### Signal metal coverage by tile

Drawn at 3 px/µm. The die is cut into 26 by 26 equal tiles; dark purple is low, yellow is high, scaled to the fullest tile. Values are wire area over tile area, all layers added.
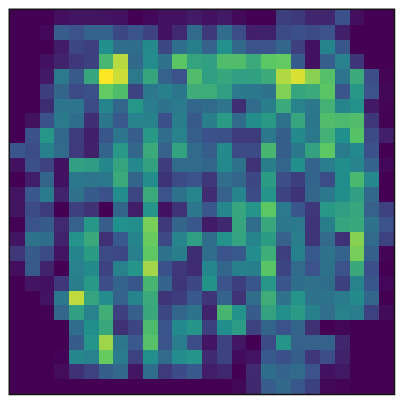
### Drive-strength map

Drawn at 2 px/µm.
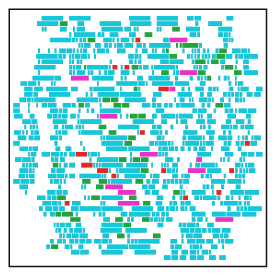
### The metal 3 layer

Drawn at 3 px/µm. Cells faint in the background.
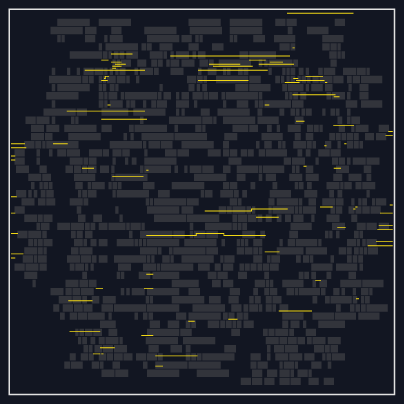
### Clock wiring as the flow saved it

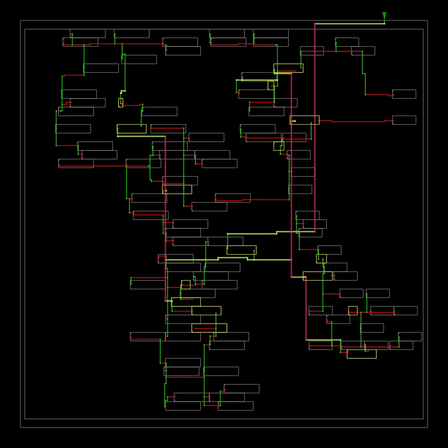
[src/rtl/ri_context_unit.sv]
// JPEG-LS run-interruption context unit: RIType decision, iterative Golomb k, context update.
// Optional RI_STATS_EN adds ri0_count/ri1_count transfer counters.
module ri_context_unit #(
  parameter int unsigned pixel_length = 8,
  parameter int unsigned mode_length  = 2,
  parameter int unsigned RANGE        = 256,
  parameter int unsigned RESET_TH     = 64,
  parameter int unsigned A_width      = 16,
  parameter int unsigned N_width      = 7,
  parameter int unsigned k_width      = 4
) (
  input  logic                    clk,
  input  logic                    rst_n,
  input  logic                    in_valid,
  output logic                    in_ready,
  input  logic [pixel_length-1:0] a,
  input  logic [pixel_length-1:0] b,
  input  logic [mode_length-1:0]  mode,
  output logic                    out_valid,
  input  logic                    out_ready,
  output logic                    RIType,
  output logic                    a_b_compare,
  output logic [k_width-1:0]      k,
  output logic                    nn_lt,
  input  logic                    upd_valid,
  input  logic [pixel_length:0]   upd_emerr,
  input  logic                    upd_neg
`ifdef RI_STATS_EN
  ,
  output logic [15:0]             ri0_count,
  output logic [15:0]             ri1_count
`endif
);

  localparam int unsigned CmpW  = A_width + 2**k_width;
  localparam int unsigned TempW = A_width + 1;
  localparam int unsigned AInit = ((RANGE + 32) / 64 > 2) ? (RANGE + 32) / 64 : 2;
  localparam logic [A_width-1:0] AMax = '1;
  localparam logic [k_width-1:0] KMax = '1;

  typedef enum logic [1:0] {StIdle, StCalc, StOut, StWaitUpd} state_e;

  state_e state_q, state_d;

  logic                 is_ri_q;
  logic                 ri_type_q;
  logic                 abc_q;
  logic [k_width-1:0]   k_q;
  logic                 nn_lt_q;
  logic [TempW-1:0]     temp_q;

  logic [A_width-1:0]   ctx_a_q  [2];
  logic [N_width-1:0]   ctx_n_q  [2];
  logic [N_width-1:0]   ctx_nn_q [2];

  logic                 is_ri_in;
  logic                 eq_in;
  logic [TempW-1:0]     temp_in;
  logic [CmpW-1:0]      shifted;
  logic                 calc_done;
  logic                 nn_lt_calc;
  logic                 accept;
  logic                 upd_fire;

  logic [CmpW-1:0]      upd_inc;
  logic [CmpW-1:0]      a_sum;
  logic [A_width-1:0]   a_sat;
  logic [N_width-1:0]   nn_sum;
  logic                 halve;
  logic [A_width-1:0]   a_new;
  logic [N_width-1:0]   n_new;
  logic [N_width-1:0]   nn_new;

  assign is_ri_in = (mode == mode_length'(2));
  assign eq_in    = (a == b);
  // RIType 1 adds N/2 to A when forming the k search target.
  assign temp_in  = TempW'(ctx_a_q[eq_in])
                  + (eq_in ? TempW'(ctx_n_q[1] >> 1) : TempW'(0));

  assign shifted    = CmpW'(ctx_n_q[ri_type_q]) << k_q;
  assign calc_done  = (shifted >= CmpW'(temp_q)) || (k_q == KMax);
  assign nn_lt_calc = ({ctx_nn_q[ri_type_q], 1'b0} < {1'b0, ctx_n_q[ri_type_q]});

  assign accept   = (state_q == StIdle) && in_valid;
  assign upd_fire = (state_q == StWaitUpd) && upd_valid;

  assign upd_inc = (CmpW'(upd_emerr) + CmpW'(1) - CmpW'(ri_type_q)) >> 1;
  assign a_sum   = CmpW'(ctx_a_q[ri_type_q]) + upd_inc;
  assign a_sat   = (a_sum > CmpW'(AMax)) ? AMax : a_sum[A_width-1:0];
  assign nn_sum  = ctx_nn_q[ri_type_q] + N_width'(upd_neg);
  assign halve   = (ctx_n_q[ri_type_q] == N_width'(RESET_TH));
  // Halving applies to the already-accumulated A and Nn; N increments afterwards.
  assign a_new   = halve ? (a_sat >> 1) : a_sat;
  assign nn_new  = halve ? (nn_sum >> 1) : nn_sum;
  assign n_new   = (halve ? (ctx_n_q[ri_type_q] >> 1) : ctx_n_q[ri_type_q]) + N_width'(1);

  always_comb begin
    state_d   = state_q;
    in_ready  = 1'b0;
    out_valid = 1'b0;
    unique case (state_q)
      StIdle: begin
        in_ready = 1'b1;
        if (in_valid) state_d = is_ri_in ? StCalc : StOut;
      end
      StCalc: begin
        if (calc_done) state_d = StOut;
      end
      StOut: begin
        out_valid = 1'b1;
        if (out_ready) state_d = is_ri_q ? StWaitUpd : StIdle;
      end
      StWaitUpd: begin
        if (upd_valid) state_d = StIdle;
      end
      default: state_d = StIdle;
    endcase
  end

  always_ff @(posedge clk) begin
    if (!rst_n) begin
      state_q <= StIdle;
    end else begin
      state_q <= state_d;
    end
  end

  always_ff @(posedge clk) begin
    if (!rst_n) begin
      is_ri_q      <= 1'b0;
      ri_type_q    <= 1'b0;
      abc_q        <= 1'b0;
      k_q          <= '0;
      nn_lt_q      <= 1'b0;
      temp_q       <= '0;
      ctx_a_q[0]   <= A_width'(AInit);
      ctx_a_q[1]   <= A_width'(AInit);
      ctx_n_q[0]   <= N_width'(1);
      ctx_n_q[1]   <= N_width'(1);
      ctx_nn_q[0]  <= '0;
      ctx_nn_q[1]  <= '0;
    end else begin
      if (accept) begin
        is_ri_q   <= is_ri_in;
        ri_type_q <= is_ri_in & eq_in;
        abc_q     <= is_ri_in & (a > b);
        k_q       <= '0;
        nn_lt_q   <= 1'b0;
        temp_q    <= temp_in;
      end
      if (state_q == StCalc) begin
        if (calc_done) begin
          nn_lt_q <= nn_lt_calc;
        end else begin
          k_q <= k_q + k_width'(1);
        end
      end
      if (upd_fire) begin
        ctx_a_q[ri_type_q]  <= a_new;
        ctx_n_q[ri_type_q]  <= n_new;
        ctx_nn_q[ri_type_q] <= nn_new;
      end
    end
  end

  assign RIType      = ri_type_q;
  assign a_b_compare = abc_q;
  assign k           = k_q;
  assign nn_lt       = nn_lt_q;

`ifdef RI_STATS_EN
  logic stat_xfer;
  assign stat_xfer = out_valid && out_ready && is_ri_q;

  always_ff @(posedge clk) begin
    if (!rst_n) begin
      ri0_count <= '0;
      ri1_count <= '0;
    end else if (stat_xfer) begin
      if (ri_type_q) begin
        if (ri1_count != 16'hFFFF) ri1_count <= ri1_count + 16'd1;
      end else begin
        if (ri0_count != 16'hFFFF) ri0_count <= ri0_count + 16'd1;
      end
    end
  end
`endif

endmodule

[config.mk]
export PLATFORM = sky130hd
export DESIGN_NAME = ri_context_unit
export DESIGN_NICKNAME = d
export VERILOG_FILES = /design/src/rtl/ri_context_unit.sv
export SDC_FILE = /design/constraint.sdc
export NUM_CORES = 1
export LEC_CHECK = 0
export ABC_AREA = 0
export CAP_MARGIN = 15
export CORE_UTILIZATION = 45
export CTS_CLUSTER_SIZE = 8
export DETAILED_ROUTE_END_ITERATION = 12
export PLACE_DENSITY_LB_ADDON = 0.1
export SKIP_CTS_REPAIR_TIMING = 1
export SLEW_MARGIN = 5
export SYNTH_ARGS = -nofsm -noshare
export SYNTH_HDL_FRONTEND = slang
export SYNTH_SLANG_ARGS = --single-unit
[constraint.sdc]
create_clock -name clk -period 6.1 [get_ports clk]
set_input_delay 0.915 -clock clk [delete_from_list [all_inputs] [get_ports clk]]
set_output_delay 0.915 -clock clk [all_outputs]
set_load 0.02 [all_outputs]
==> run summary <==
I/O Buffers -> 41
area fraction of the dominant cell type after synthesis -> 25.3%
simple-gate share of the synthesized area -> 17.7%
cell with the most instances after synthesis -> nor2_1
number of distinct standard cells referenced by the synthesized netlist -> 68
reg-to-reg setup timing slack -> 1410 ps
number of standard-cell rows in the floorplan -> 45
number of instances in the synthesized netlist -> 797
final net count -> 934
worst min path class -> flop to flop
Layout Skew -> 12.7 ps
critical path data required time -> 6180 ps
Final HPWL DP -> 12,900 µm
setup-violating endpoint count in the final report -> 0
global-route congestion overflow total -> 0
biggest combinational cell group after synthesis -> simple AND/OR/NAND/NOR gates
instance area at placement -> 7740 µm²
critical path startpoint category -> primary input
Syn Std Cell Area -> 7130 µm²
post-synthesis mux area share -> 8.98%
Max-slew headroom -> 32.8%
share of power burned in the clock network -> 34.6%
capture point of the worst path -> ctx_a_q[0][0]
DRC violation total after the first TritonRoute iteration -> 387
routed length on met1 -> 7960 µm
global placement routability congestion -> 0.813
number of cells in the yosys synthesis report -> 797
switching portion of total power -> 29.6%
leakage power -> 3.24 nW
internal power consumption -> 1.14 mW
flip-flop cell with the highest count after synthesis -> edfxtp_1
count of H-tree levels built during CTS -> 3
total nets after synthesis -> 903
reg2reg end -> ctx_a_q[0][0]
area reported by Yosys stat -> 7130 µm²
sum of negative setup slack -> 0 ps
number of antenna violations at the first check in global routing -> 0
commonest cells after routing, fill and taps aside -> 101 x nor2_1, 71 x ha_1, 60 x edfxtp_1, 57 x inv_1, 54 x nand2_1
Hold Path Depth -> 2
Root Driver -> clkbuf_16
pin count of the biggest net entering global routing -> 33
DIE HEIGHT -> 128 µm
R2R Path Start -> RIType
clock edge transition at the registers on the reported setup and hold paths -> 70 ps
Synth Register Bits -> 88
number of cells on the worst reg-to-reg path -> 18
routed wl met2 -> 7980 µm
ys async rst share -> 0%
CTS tree -> done
largest area contributor in the netlist -> edfxtp_1
maximum net fanout on the critical path -> 12
global-route wire length before repair -> 27,700 µm
DRT antenna net count -> 0
number of enable flip-flop cells -> 60
portion of the clock cycle consumed by the worst path in the final layout -> 84.1%
yosys adder share -> 13.0%
sink of the worst hold path -> temp_q[1]
origin of the worst min-delay path -> temp_q[1]
crit path time final -> 5130 ps
worst path arrival time -> 5220 ps
global routing met2 resource utilization -> 37.2%
Critical Path Sink Type -> flop
amount of wire on met3 after detailed routing -> 506 µm
effective utilization at floorplan -> 46.6%
highest metal layer with signal wires -> met4
leading post-synthesis cells by cell area -> edfxtp_1 25%, ha_1 12%, dfxtp_1 7.9%
Critical path origin -> upd_emerr[3]
aoi share -> 16.9%
layout overhead on the synthesized area -> 12.8%
Slew Viols, Final -> 0
tool warnings -> 32
post-synthesis xor/xnor area fraction -> 5.16%
number of warnings printed during yosys synthesis -> 0
drt pass-1 iters -> 5
layer carrying the most global-route usage -> met2
run status -> finished clean
routed via count divided by cell count -> 5.54
RSZ-0062 raised after global routing -> false
Power Dens Cells -> 202 nW/µm²
part of the total power dissipated in sequential elements -> 41.4%
count of unresolved DRC violations after routing -> 0
dominant logic cell type in the layout -> nor2_1
hold violation total from the final report -> 0
fraction of final layout cells sized beyond drive strength 1 -> 9.96%
design area -> 8040 µm²
DIE AREA -> 16,400 µm²
most frequent cells after synthesis -> 101 x nor2_1, 71 x ha_1, 60 x edfxtp_1
max-cap violations -> 0
Die Span X -> 128 µm
Std-Cell Core Area -> 15,300 µm²
Combinational Power Share -> 24.0%
worst ir drop on vdd -> 0.136 mV
Clock Tree Buf Depth -> 2
Synth Area per Inst -> 8.95 µm²
IO Pins -> 42
sequential-to-total area share from yosys stat -> 33.1%
diode insertion count for antenna repair -> 0
slew at the pin closest to its max-slew limit -> 1010 ps
clock buffers created by TritonCTS -> 9
number of global-route vias before repair -> 5,686
net switching power -> 0.481 mW
global-route track usage on met1 -> 27.6%
highest achievable clock rate -> 195 MHz
critical path start-end classification -> primary input to flop
About 'Signal metal coverage by tile':
fullest tile	0.54
mean over tiles	0.16
tiles over half the peak	18%
nearly empty tiles	15%
wire length after detailed routing: 16,900 µm
GR Util All Layers: 21.8%
routed length per placed instance: 16.2 µm

About 'Drive-strength map':
color	size	cells
green	x2	56
cyan	x1 and smaller	750
magenta	x6 and larger	12
red	x3 and x4	15

About 'The metal 3 layer':
longest straight run	39.6 µm
wire length on this layer	507 µm
fraction of met3 tracks used by global routing: 2.75%
overall via count from detail_route: 5,788

About 'Clock wiring as the flow saved it':
Skew-Pair Late Insertion Delay: 350 ps
number of clock sinks: 88

## metrics by stage
| step | utilization [%] | total power [mW] | cells | setup slack (ps) | hold WS [ps] |
|---|---|---|---|---|---|
| after CTS | 52.5 | 1.64 | 1044 | 892 | 466 |
| after floorplan | - | 0.973 | 797 | 1150 | 441 |
| final | 52.5 | 1.62 | 1044 | 967 | 462 |
| after global placement | 50.6 | 1.07 | 1028 | 550 | 450 |
| after global routing | 52.5 | 1.71 | 1044 | 655 | 492 |
| after detailed placement | 50.6 | 1.08 | 1028 | 503 | 457 |
## registers in the layout, indices dropped and copies added, names as in the netlist, named ones only
| signal | cells |
|---|---|
| is_ri_q | 1 |
| a_b_compare | 1 |
| RIType | 1 |
| temp_q | 17 |
| ctx_a_q | 32 |
| state_q | 2 |
| ctx_n_q | 14 |
| k | 4 |
| ctx_nn_q | 14 |
| nn_lt | 1 |
## power by group through the flow
stage	registers (mW)	logic [mW]	clock network [mW]
global placement	0.685	0.381	0
CTS	0.672	0.391	0.572
detailed placement	0.686	0.389	0
floorplan	0.679	0.294	0
finish	0.673	0.390	0.561
global route	0.675	0.438	0.592
## cell type report
| type | instances | area [µm²] |
|---|---|---|
| inverter | 61 | 229 |
| timing repair buffer | 50 | 478 |
| sequential | 88 | 2360 |
| fill | 1397 | 7270 |
| tap | 211 | 264 |
| multi-input combinational | 618 | 4410 |
| clock inverter | 6 | 67.6 |
| clock buffer | 10 | 229 |
## worst max-delay path, cell delays in order
cell             delay (ps)
clkdlybuf4s50_1         500
inv_1                    70
ha_1                    190
a211oi_1                330
o21a_1                  220
o21ai_0                 140
a21boi_0                480
ha_1                    380
and3_1                  200
a221o_1                 320
o21ai_2                 120
o311ai_2                150
a2111o_1                710
a211oi_1                380
nor2_1                   70
Power is estimated from default activity; no workload was simulated.
